### Metal 2, run 1

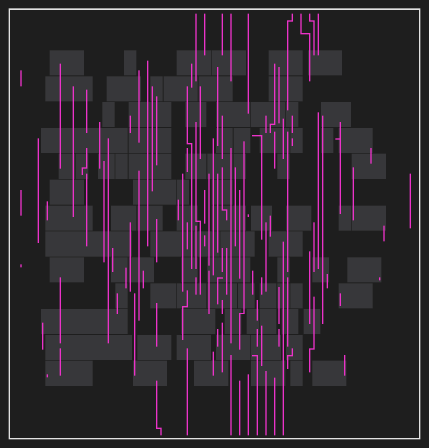
### Gate-type map, run 1

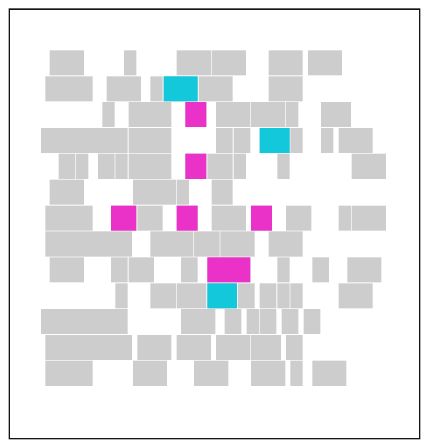
### M1 wires, run 1

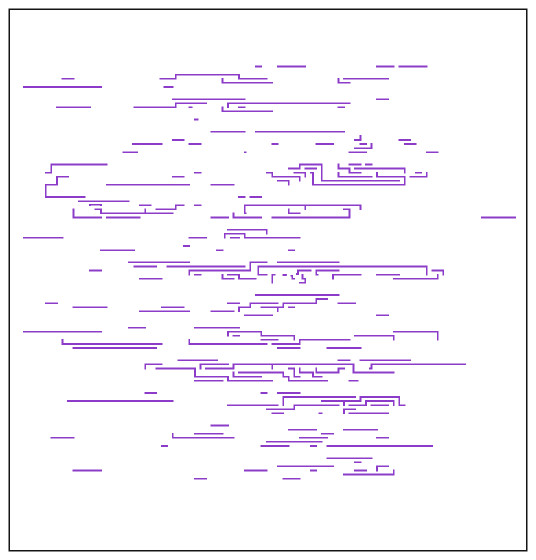
`src/rtl/sap_controller.sv`:
```
// SAP instruction sequencer: T-state counter plus combinational control-line
// decode from T-state, IR opcode nibble and ALU flags.
module sap_controller #(
  parameter bit SKIP_NOP = 1'b1
) (
  input  logic       clk,
  input  logic       rst,
  input  logic [3:0] Opcode,
  input  logic       CarryFlag,
  input  logic       ZeroFlag,
  output logic       PCInc,
  output logic       PCOut,
  output logic       PCIn,
  output logic       MARIn,
  output logic       RAMOut,
  output logic       RAMIn,
  output logic       IRIn,
  output logic       IROut,
  output logic       AIn,
  output logic       AOut,
  output logic       BIn,
  output logic       ALUOut,
  output logic       Sub,
  output logic       FlagIn,
  output logic       OutIn,
  output logic [2:0] TState,
  output logic       Halted
);

  typedef enum logic [2:0] {T0 = 3'd0, T1 = 3'd1, T2 = 3'd2, T3 = 3'd3, T4 = 3'd4} tstate_e;
  typedef enum logic [3:0] {
    OpLda = 4'h0, OpAdd = 4'h1, OpSub = 4'h2, OpSta = 4'h3,
    OpLdi = 4'h4, OpJmp = 4'h5, OpJc  = 4'h6, OpJz  = 4'h7,
    OpOut = 4'hE, OpHlt = 4'hF
  } opcode_e;

  tstate_e state;
  opcode_e op;
  logic    lastStep;

  assign op     = opcode_e'(Opcode);
  assign TState = state;

  always_comb begin
    lastStep = 1'b0;
    case (state)
      T2:      lastStep = !(op inside {OpLda, OpSta, OpAdd, OpSub});
      T3:      lastStep = op inside {OpLda, OpSta};
      T4:      lastStep = 1'b1;
      default: lastStep = 1'b0;
    endcase
    if (!SKIP_NOP) lastStep = (state == T4);
  end

  // HLT freezes the counter at T2; only reset leaves the halted condition.
  always_ff @(posedge clk or negedge rst) begin
    if (!rst) begin
      state  <= T0;
      Halted <= 1'b0;
    end else if (!Halted) begin
      if (state == T2 && op == OpHlt) Halted <= 1'b1;
      else if (lastStep)              state  <= T0;
      else                            state  <= tstate_e'(state + 3'd1);
    end
  end

  always_comb begin
    PCInc  = 1'b0; PCOut  = 1'b0; PCIn   = 1'b0; MARIn = 1'b0;
    RAMOut = 1'b0; RAMIn  = 1'b0; IRIn   = 1'b0; IROut = 1'b0;
    AIn    = 1'b0; AOut   = 1'b0; BIn    = 1'b0; ALUOut = 1'b0;
    Sub    = 1'b0; FlagIn = 1'b0; OutIn  = 1'b0;
    if (rst && !Halted) begin
      case (state)
        T0: begin PCOut = 1'b1; MARIn = 1'b1; end
        T1: begin RAMOut = 1'b1; IRIn = 1'b1; PCInc = 1'b1; end
        T2: begin
          case (op)
            OpLda, OpAdd, OpSub, OpSta: begin IROut = 1'b1; MARIn = 1'b1; end
            OpLdi: begin IROut = 1'b1; AIn = 1'b1; end
            OpJmp: begin IROut = 1'b1; PCIn = 1'b1; end
            OpJc:  begin IROut = CarryFlag; PCIn = CarryFlag; end
            OpJz:  begin IROut = ZeroFlag;  PCIn = ZeroFlag;  end
            OpOut: begin AOut = 1'b1; OutIn = 1'b1; end
            default: ;
          endcase
        end
        T3: begin
          case (op)
            OpLda:        begin RAMOut = 1'b1; AIn = 1'b1; end
            OpAdd, OpSub: begin RAMOut = 1'b1; BIn = 1'b1; end
            OpSta:        begin AOut = 1'b1; RAMIn = 1'b1; end
            default: ;
          endcase
        end
        T4: begin
          if (op inside {OpAdd, OpSub}) begin
            ALUOut = 1'b1; AIn = 1'b1; FlagIn = 1'b1;
            Sub    = (op == OpSub);
          end
        end
        default: ;
      endcase
    end
  end

endmodule

```
`config.mk`:
```
export PLATFORM = sky130hd
export DESIGN_NAME = sap_controller
export DESIGN_NICKNAME = d
export VERILOG_FILES = /design/src/rtl/sap_controller.sv
export SDC_FILE = /design/constraint.sdc
export NUM_CORES = 1
export LEC_CHECK = 0
export CAP_MARGIN = 20
export CORE_AREA = 3 3 40 42
export CTS_BUF_LIST = sky130_fd_sc_hd__clkbuf_8
export CTS_CLUSTER_DIAMETER = 150
export CTS_CLUSTER_SIZE = 40
export DETAILED_ROUTE_END_ITERATION = 10
export DIE_AREA = 0 0 43 45
export HOLD_SLACK_MARGIN = 0.02
export PLACE_DENSITY_LB_ADDON = 0.2
export SKIP_LAST_GASP = 1
export SYNTH_ARGS = -nofsm -noshare
export SYNTH_HDL_FRONTEND = slang
export SYNTH_SLANG_ARGS = --single-unit
```
`constraint.sdc`:
```
create_clock -name clk -period 3.7 [get_ports clk]
set_input_delay 0.74 -clock clk [delete_from_list [all_inputs] [get_ports clk]]
set_output_delay 0.74 -clock clk [all_outputs]
set_load 0.01 [all_outputs]
```
==> reports/qor.yml, run 1 <==
status:
  status: "completed"
final_layout:
  layout_top_cell: "clkdlybuf4s50_1"
  comb_share_pct: 42.6
  final_area_um2: 791
  clock_area_share_pct: 5.22
  nClkBuffers: 3
  fin_nets: 106
  dominant_cells: "combinational gates"
worst_setup_path:
  crit_arrival_ns: 2.73
  worst-setup-path-type: "primary input to output port"
  crit_fanout: 7
  cp_top_family: "buffers and inverters"
  crit_path_max_incr_delay_ns: 0.57
  start_kind: "primary input"
  crit_end: "AOut"
  path_cells: "clkdlybuf4s50_1 -> and2b_1 -> nand2_1 -> nor3_1 -> o211a_1 -> clkdlybuf4s50_1"
  critPathLaunch: "rst"
  timing.critical_path.mode_cell: "clkdlybuf4s50_1"
floorplan:
  nWellTaps: 15
  initCoreUtil_pct: 38.0
  coreArea_um2: 1280
  placementRows: 13
power:
  pwr-share-seq_pct: 21.7
  p_seq_uw: 99.0
  power_uw: 457
  pg_comb_uw: 267
  top_power_group: "combinational logic"
  netSwitchingFraction_pct: 39.7
  clock_power_share_pct: 19.8
  p_comb_share_pct: 58.5
clocking:
  ctsHtreeMaxLevel: 1
  cts_buffers: 3
  cts_sinks: 4
  tritoncts: "done"
  clk_latency_ns: 0.22
logic_synthesis:
  ys_cells: 65
  synth_flops: 4
  syn-num-nets: 78
  synth.cell_area_um2: 488
  synthCells: 65
  common_cells: "nand2_1 (8), inv_1 (7), ha_1 (5), dfrtp_1 (4)"
  ys_top_cells_by_area: "dfrtp_1 (21%), ha_1 (13%), nand2_1 (6.2%)"
  xor_share_pct: 1.79
  ys_sh_mux_pct: 2.05
  synthDistinctLibCells: 29
  yosysMostFrequentCell: "nand2_1"
grt:
  grt_use_total_pct: 15.2
  grt_pass1_vias: 514
  grtUsageMet1_pct: 18.0
final_timing:
  rsz0062_at_grt: "false"
  maxClockFrequency_ghz: 0.288
  finalClockSkew_ns: 0.00318
  worst_pin_slew_ns: 0.383
  final.hold.worst_slack_ns: 0.553
  setup-tns-final_ns: 0
run:
  maxCapViolCount: 0
routing:
  drtIter0Drc: 17
  wl_met3_um: 33
  routed_wl_um: 1350
  route.met2.wl_um: 732
  highest_layer: "met4"
  wl_met1_um: 565
place:
  placed_cells: 103
  routabilityCongestion: 0.775
hold_path:
  worstHoldPathType: "flop to flop"
-- 'Metal 2' (at the start) --
share of all routed wire: 54%
main direction: vertical
longest straight run: 21.8 µm

-- 'Gate-type map' (at the start) --
legend:
  cyan:
    family: non-inverting ao/oa cells
    cells: 3
  magenta:
    family: and/or cells
    cells: 6
    most_used: and3_1
    where: middle

-- 'M1 wires' (at the start) --
share of all routed wire: 42%
main direction: horizontal
wire length on this layer: 565 µm
nets with wire on the layer: 91
longest straight run: 14.0 µm

==> run 1 -> run 2 <==
--- a/config.mk
+++ b/config.mk
@@ -6,12 +6,12 @@
 export NUM_CORES = 1
 export LEC_CHECK = 0
 export CAP_MARGIN = 20
-export CORE_AREA = 3 3 40 42
-export CTS_BUF_LIST = sky130_fd_sc_hd__clkbuf_8
+export CORE_AREA = 8 8 45 47
+export CTS_BUF_LIST = sky130_fd_sc_hd__clkbuf_4 sky130_fd_sc_hd__clkbuf_8
 export CTS_CLUSTER_DIAMETER = 150
 export CTS_CLUSTER_SIZE = 40
 export DETAILED_ROUTE_END_ITERATION = 10
-export DIE_AREA = 0 0 43 45
+export DIE_AREA = 0 0 53 55
 export HOLD_SLACK_MARGIN = 0.02
 export PLACE_DENSITY_LB_ADDON = 0.2
 export SKIP_LAST_GASP = 1
### M1 wires, run 2

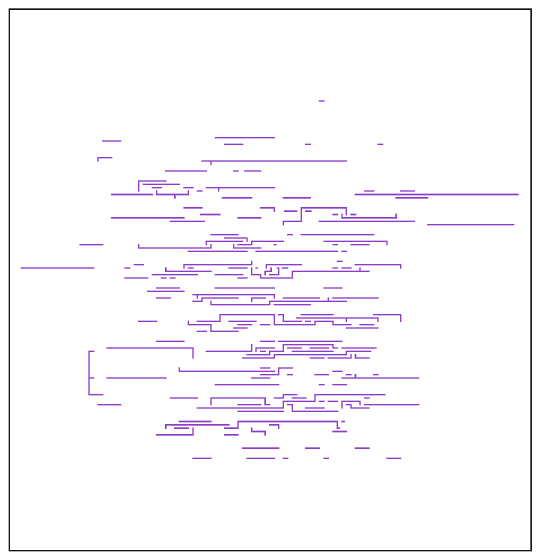
nets with wire on the layer: 91
share of all routed wire: 41%
wire length on this layer: 611 µm
main direction: horizontal
longest straight run: 16.6 µm

==> reports/qor.yml, run 2 <==
final_layout:
  final_area_um2: 788  # was 791 µm²
  dominant_cells: "combinational gates"  # unchanged
  layout_top_cell: "clkdlybuf4s50_1"  # unchanged
  fillers: 143  # was 124
  fin_util_pct: 57.0  # was 61.5%
  drive_gt1_share_pct: 8.60  # was 6.59%
  comb_share_pct: 42.7  # was 42.6%
  fin_nets: 108  # was 106
  nClkBuffers: 3  # unchanged
  buffers: 29  # was 27
  logic_gate_count: 50  # unchanged
  logic_area_um2: 337  # unchanged
  clock_area_share_pct: 2.86  # was 5.22%
logic_synthesis:
  yosysMostFrequentCell: "nand2_1"  # unchanged
  common_cells: "nand2_1 (8), inv_1 (7), ha_1 (5), dfrtp_1 (4)"  # unchanged
  synth-edff-count: 0  # unchanged
  top_area_share_pct: 20.5  # unchanged
  ys_sh_mux_pct: 2.05  # unchanged
  syn-num-nets: 78  # unchanged
  ys_cells: 65  # unchanged
  synthDistinctLibCells: 29  # unchanged
  synthCells: 65  # unchanged
  simple_gate_area_share_pct: 30.0  # unchanged
  synth.cell_area_um2: 488  # unchanged
  synth_flops: 4  # unchanged
  top_area_cell: "dfrtp_1"  # unchanged
  ys_top_cells_by_area: "dfrtp_1 (21%), ha_1 (13%), nand2_1 (6.2%)"  # unchanged
  xor_share_pct: 1.79  # unchanged
  ys.warnings.count: 0  # unchanged
  yosysChipArea_um2: 488  # unchanged
power:
  top_power_group: "combinational logic"  # unchanged
  power.leakage_nw: 0.345  # was 0.342 nW
  powerDensity_nw_per_um2: 541  # was 578 nW/µm²
  power_uw: 427  # was 457 µW
  p_comb_share_pct: 65.2  # was 58.5%
  p_seq_uw: 97.5  # was 99.0 µW
  pwr-share-seq_pct: 22.9  # was 21.7%
  powerClk_uw: 51.0  # was 90.4 µW
  netSwitchingFraction_pct: 41.8  # was 39.7%
  clock_power_share_pct: 12.0  # was 19.8%
  pg_comb_uw: 278  # was 267 µW
hold_path:
  worstHoldStart: "Halted"  # unchanged
  worstHoldPathType: "flop to flop"  # unchanged
  hold_depth: 2  # unchanged
worst_setup_path:
  crit_path_max_incr_delay_ns: 0.59  # was 0.57 ns
  timing.rr.start: "TState[0]"  # unchanged
  path_cells: "clkdlybuf4s50_1 -> and4bb_2 -> a21oi_1 -> o31a_1 -> nor4b_1 -> clkdlybuf4s50_1"  # was clkdlybuf4s50_1 -> and2b_1 -> nand2_1 -> nor3_1 -> o211a_1 -> clkdlybuf4s50_1
  worst-setup-path-type: "primary input to output port"  # unchanged
  timing.critical_path.mode_cell: "clkdlybuf4s50_1"  # unchanged
  critPathBufInv: 2  # unchanged
  crit_fanout: 7  # unchanged
  crit_end: "AIn"  # was AOut
  start_kind: "primary input"  # unchanged
  crit_arrival_ns: 2.65  # was 2.73 ns
  critPathLaunch: "Opcode[2]"  # was rst
  reg2reg_depth: 7  # was 6
  cp_top_family: "buffers and inverters"  # unchanged
  path_depth: 6  # unchanged
routing:
  highest_layer: "met3"  # was met4
  drc: 0  # unchanged
  wl_met1_um: 610  # was 565 µm
  routed_wl_um: 1480  # was 1350 µm
  wl_met3_um: 146  # was 33 µm
  drtIter0Drc: 9  # was 17
  vias: 549  # was 551
  route.met2.wl_um: 721  # was 732 µm
final_timing:
  setup_viol: 0  # unchanged
  setup-tns-final_ns: 0  # unchanged
  finalClockSkew_ns: 0.00119  # was 0.00318 ns
  rsz0062_at_grt: "false"  # unchanged
  maxClockFrequency_ghz: 0.295  # was 0.288 GHz
  setup_slack_ns: 0.309  # was 0.228 ns
  min_period_ns: 3.39  # was 3.47 ns
  final.hold.worst_slack_ns: 0.533  # was 0.553 ns
  worst_pin_slew_ns: 0.374  # was 0.383 ns
place:
  placed_cells: 106  # was 103
  routabilityCongestion: 0.814  # was 0.775
  pre_cts_ws_ns: 0.312  # was 0.214 ns
status:
  status: "completed"  # unchanged
clocking:
  tritoncts: "done"  # unchanged
  hold_buffers: 0  # unchanged
  cts_buffers: 3  # unchanged
  clk_pin_slew_ns: 0.03  # about the same
  clk_latency_ns: 0.23  # was 0.22 ns
  ctsHtreeMaxLevel: 1  # unchanged
  root_buffer: "clkbuf_4"  # was clkbuf_8
  cts_sinks: 4  # unchanged
grt:
  grt_pass1_vias: 561  # was 514
  antenna_found_initial: 0  # unchanged
  grt_use_total_pct: 10.7  # was 15.2%
  grtUsageMet1_pct: 11.1  # was 18.0%
  grt_pass1_wl_um: 2390  # was 2240 µm
run:
  maxCapViolCount: 0  # unchanged
  tool_warnings: 29  # unchanged
floorplan:
  initCoreUtil_pct: 35.3  # was 38.0%
  nWellTaps: 16  # was 15
  placementRows: 14  # was 13
  die_y_um: 55  # was 45 µm
### Placed standard cells, run 2

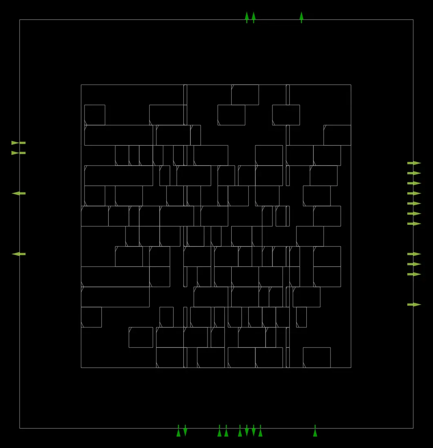
final std cells w/o fill: 109
Core ar.: 1380 µm²

==> run 2 -> run 3 <==
--- a/config.mk
+++ b/config.mk
@@ -12,6 +12,7 @@
 export CTS_CLUSTER_SIZE = 40
 export DETAILED_ROUTE_END_ITERATION = 10
 export DIE_AREA = 0 0 53 55
+export GPL_TIMING_DRIVEN = 0
 export HOLD_SLACK_MARGIN = 0.02
 export PLACE_DENSITY_LB_ADDON = 0.2
 export SKIP_LAST_GASP = 1
### M1 wires, run 3

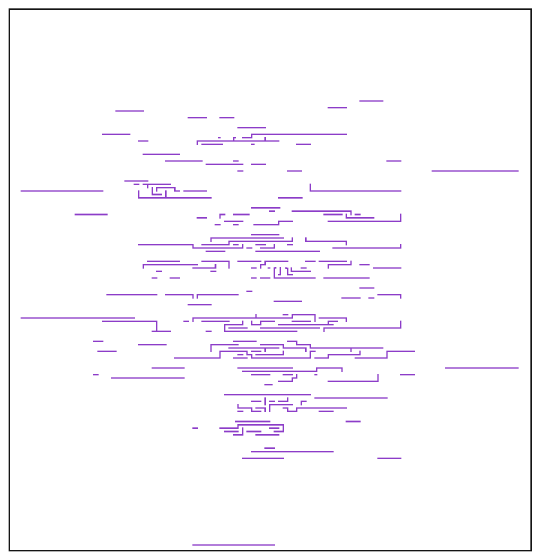
wire length on this layer: 551 µm
share of all routed wire: 40%

==> reports/qor.yml, run 3 <==
logic_synthesis:
  syn-num-nets: 78  # unchanged
  ys_sh_mux_pct: 2.05  # unchanged
  ys.warnings.count: 0  # unchanged
  ys_top_cells_by_area: "dfrtp_1 (21%), ha_1 (13%), nand2_1 (6.2%)"  # unchanged
  synth_flops: 4  # unchanged
  synth-edff-count: 0  # unchanged
  synth.cell_area_um2: 488  # unchanged
  ys_cells: 65  # unchanged
  yosysChipArea_um2: 488  # unchanged
  synthDistinctLibCells: 29  # unchanged
worst_setup_path:
  reg2reg_depth: 6  # was 7
  start_kind: "primary input"  # unchanged
  crit_path_max_incr_delay_ns: 0.57  # was 0.59 ns
  crit_fanout: 7  # unchanged
  cp_top_family: "buffers and inverters"  # unchanged
  critPathBufInv: 2  # unchanged
routing:
  drtIter0Drc: 34  # was 9
  vias: 576  # was 549
  drc: 0  # unchanged
  wl_met1_um: 551  # was 610 µm
  highest_layer: "met3"  # unchanged
final_layout:
  buffers: 28  # was 29
  final_area_um2: 771  # was 788 µm²
  nClkBuffers: 3  # unchanged
  dominant_cells: "combinational gates"  # unchanged
  comb_share_pct: 43.7  # was 42.7%
  fillers: 141  # was 143
  layout_top_cell: "clkdlybuf4s50_1"  # unchanged
  fin_nets: 107  # was 108
  clock_area_share_pct: 2.92  # was 2.86%
  logic_gate_count: 50  # unchanged
  drive_gt1_share_pct: 9.78  # was 8.60%
power:
  clock_power_share_pct: 12.0  # about the same
  power_uw: 418  # was 427 µW
  powerDensity_nw_per_um2: 543  # was 541 nW/µm²
  top_power_group: "combinational logic"  # unchanged
  pg_comb_uw: 270  # was 278 µW
  netSwitchingFraction_pct: 41.8  # about the same
clocking:
  clk_latency_ns: 0.22  # was 0.23 ns
  cts_buffers: 3  # unchanged
  tritoncts: "done"  # unchanged
  cts_sinks: 4  # unchanged
final_timing:
  min_period_ns: 3.51  # was 3.39 ns
  setup_viol: 0  # unchanged
  setup-tns-final_ns: 0  # unchanged
  rsz0062_at_grt: "false"  # unchanged
  final.hold.worst_slack_ns: 0.532  # was 0.533 ns
  finalClockSkew_ns: 0.000570  # was 0.00119 ns
floorplan:
  coreArea_um2: 1380  # unchanged
  die_y_um: 55  # unchanged
  nWellTaps: 16  # unchanged
  initCoreUtil_pct: 35.3  # unchanged
grt:
  antenna_found_initial: 0  # unchanged
  grtUsageMet1_pct: 11.2  # was 11.1%
  grt_pass1_wl_um: 2260  # was 2390 µm
hold_path:
  worstHoldPathType: "flop to flop"  # unchanged
  hold_depth: 2  # unchanged
  worstHoldStart: "Halted"  # unchanged
place:
  pre_cts_ws_ns: 0.181  # was 0.312 ns
  placed_cells: 105  # was 106
run:
  maxCapViolCount: 0  # unchanged
  tool_warnings: 29  # unchanged
status:
  status: "completed"  # unchanged
### Gate-type map, run 3

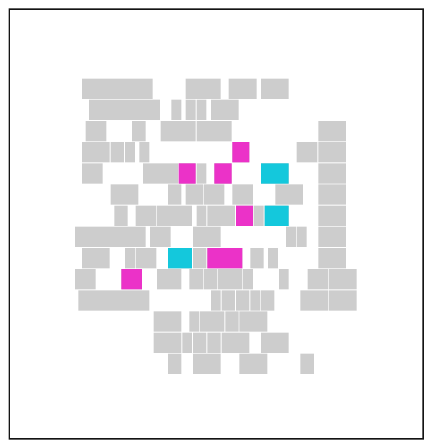
legend:
  cyan:
    family: non-inverting ao/oa cells
    cells: 3
  magenta:
    family: and/or cells
    cells: 6
    most_used: and3_1
    where: middle


==> layout pictures side by side <==
Cell area per tile.
shot_01.png
The die is cut into 11 by 11 equal tiles; white is low, dark blue is high, 0 to 100% covered.
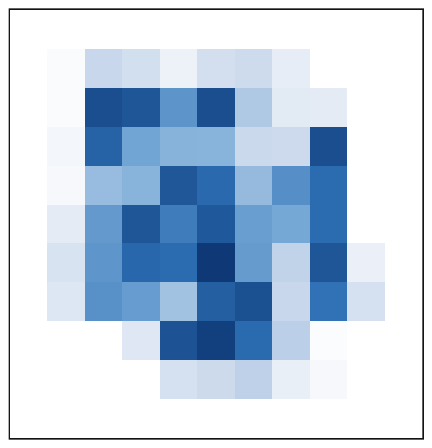
shot_02.png
The die is cut into 11 by 11 equal tiles; white is low, dark blue is high, 0 to 100% covered.
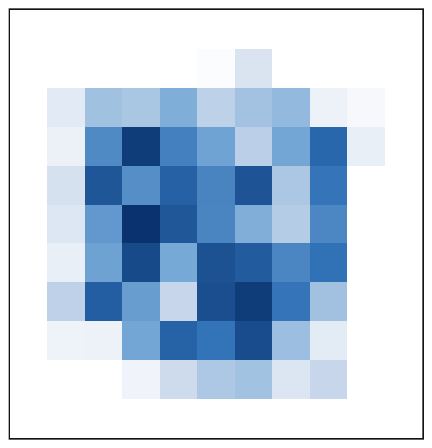
shot_03.png
The die is cut into 9 by 9 equal tiles; white is low, dark blue is high, 0 to 100% covered.
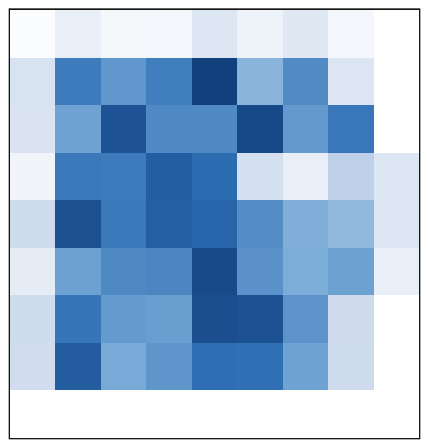
For run 1, see shot_03.png.
For run 2, see shot_02.png.
For run 3, see shot_01.png.

Key to shot_01.png:
densest ninth of the die: middle
nearly empty tiles: 44%
fullest tile: 96%
mean over tiles: 26%
tiles over 75% full: 17%

No activity file was given, so power comes from the tool's default toggle rates.
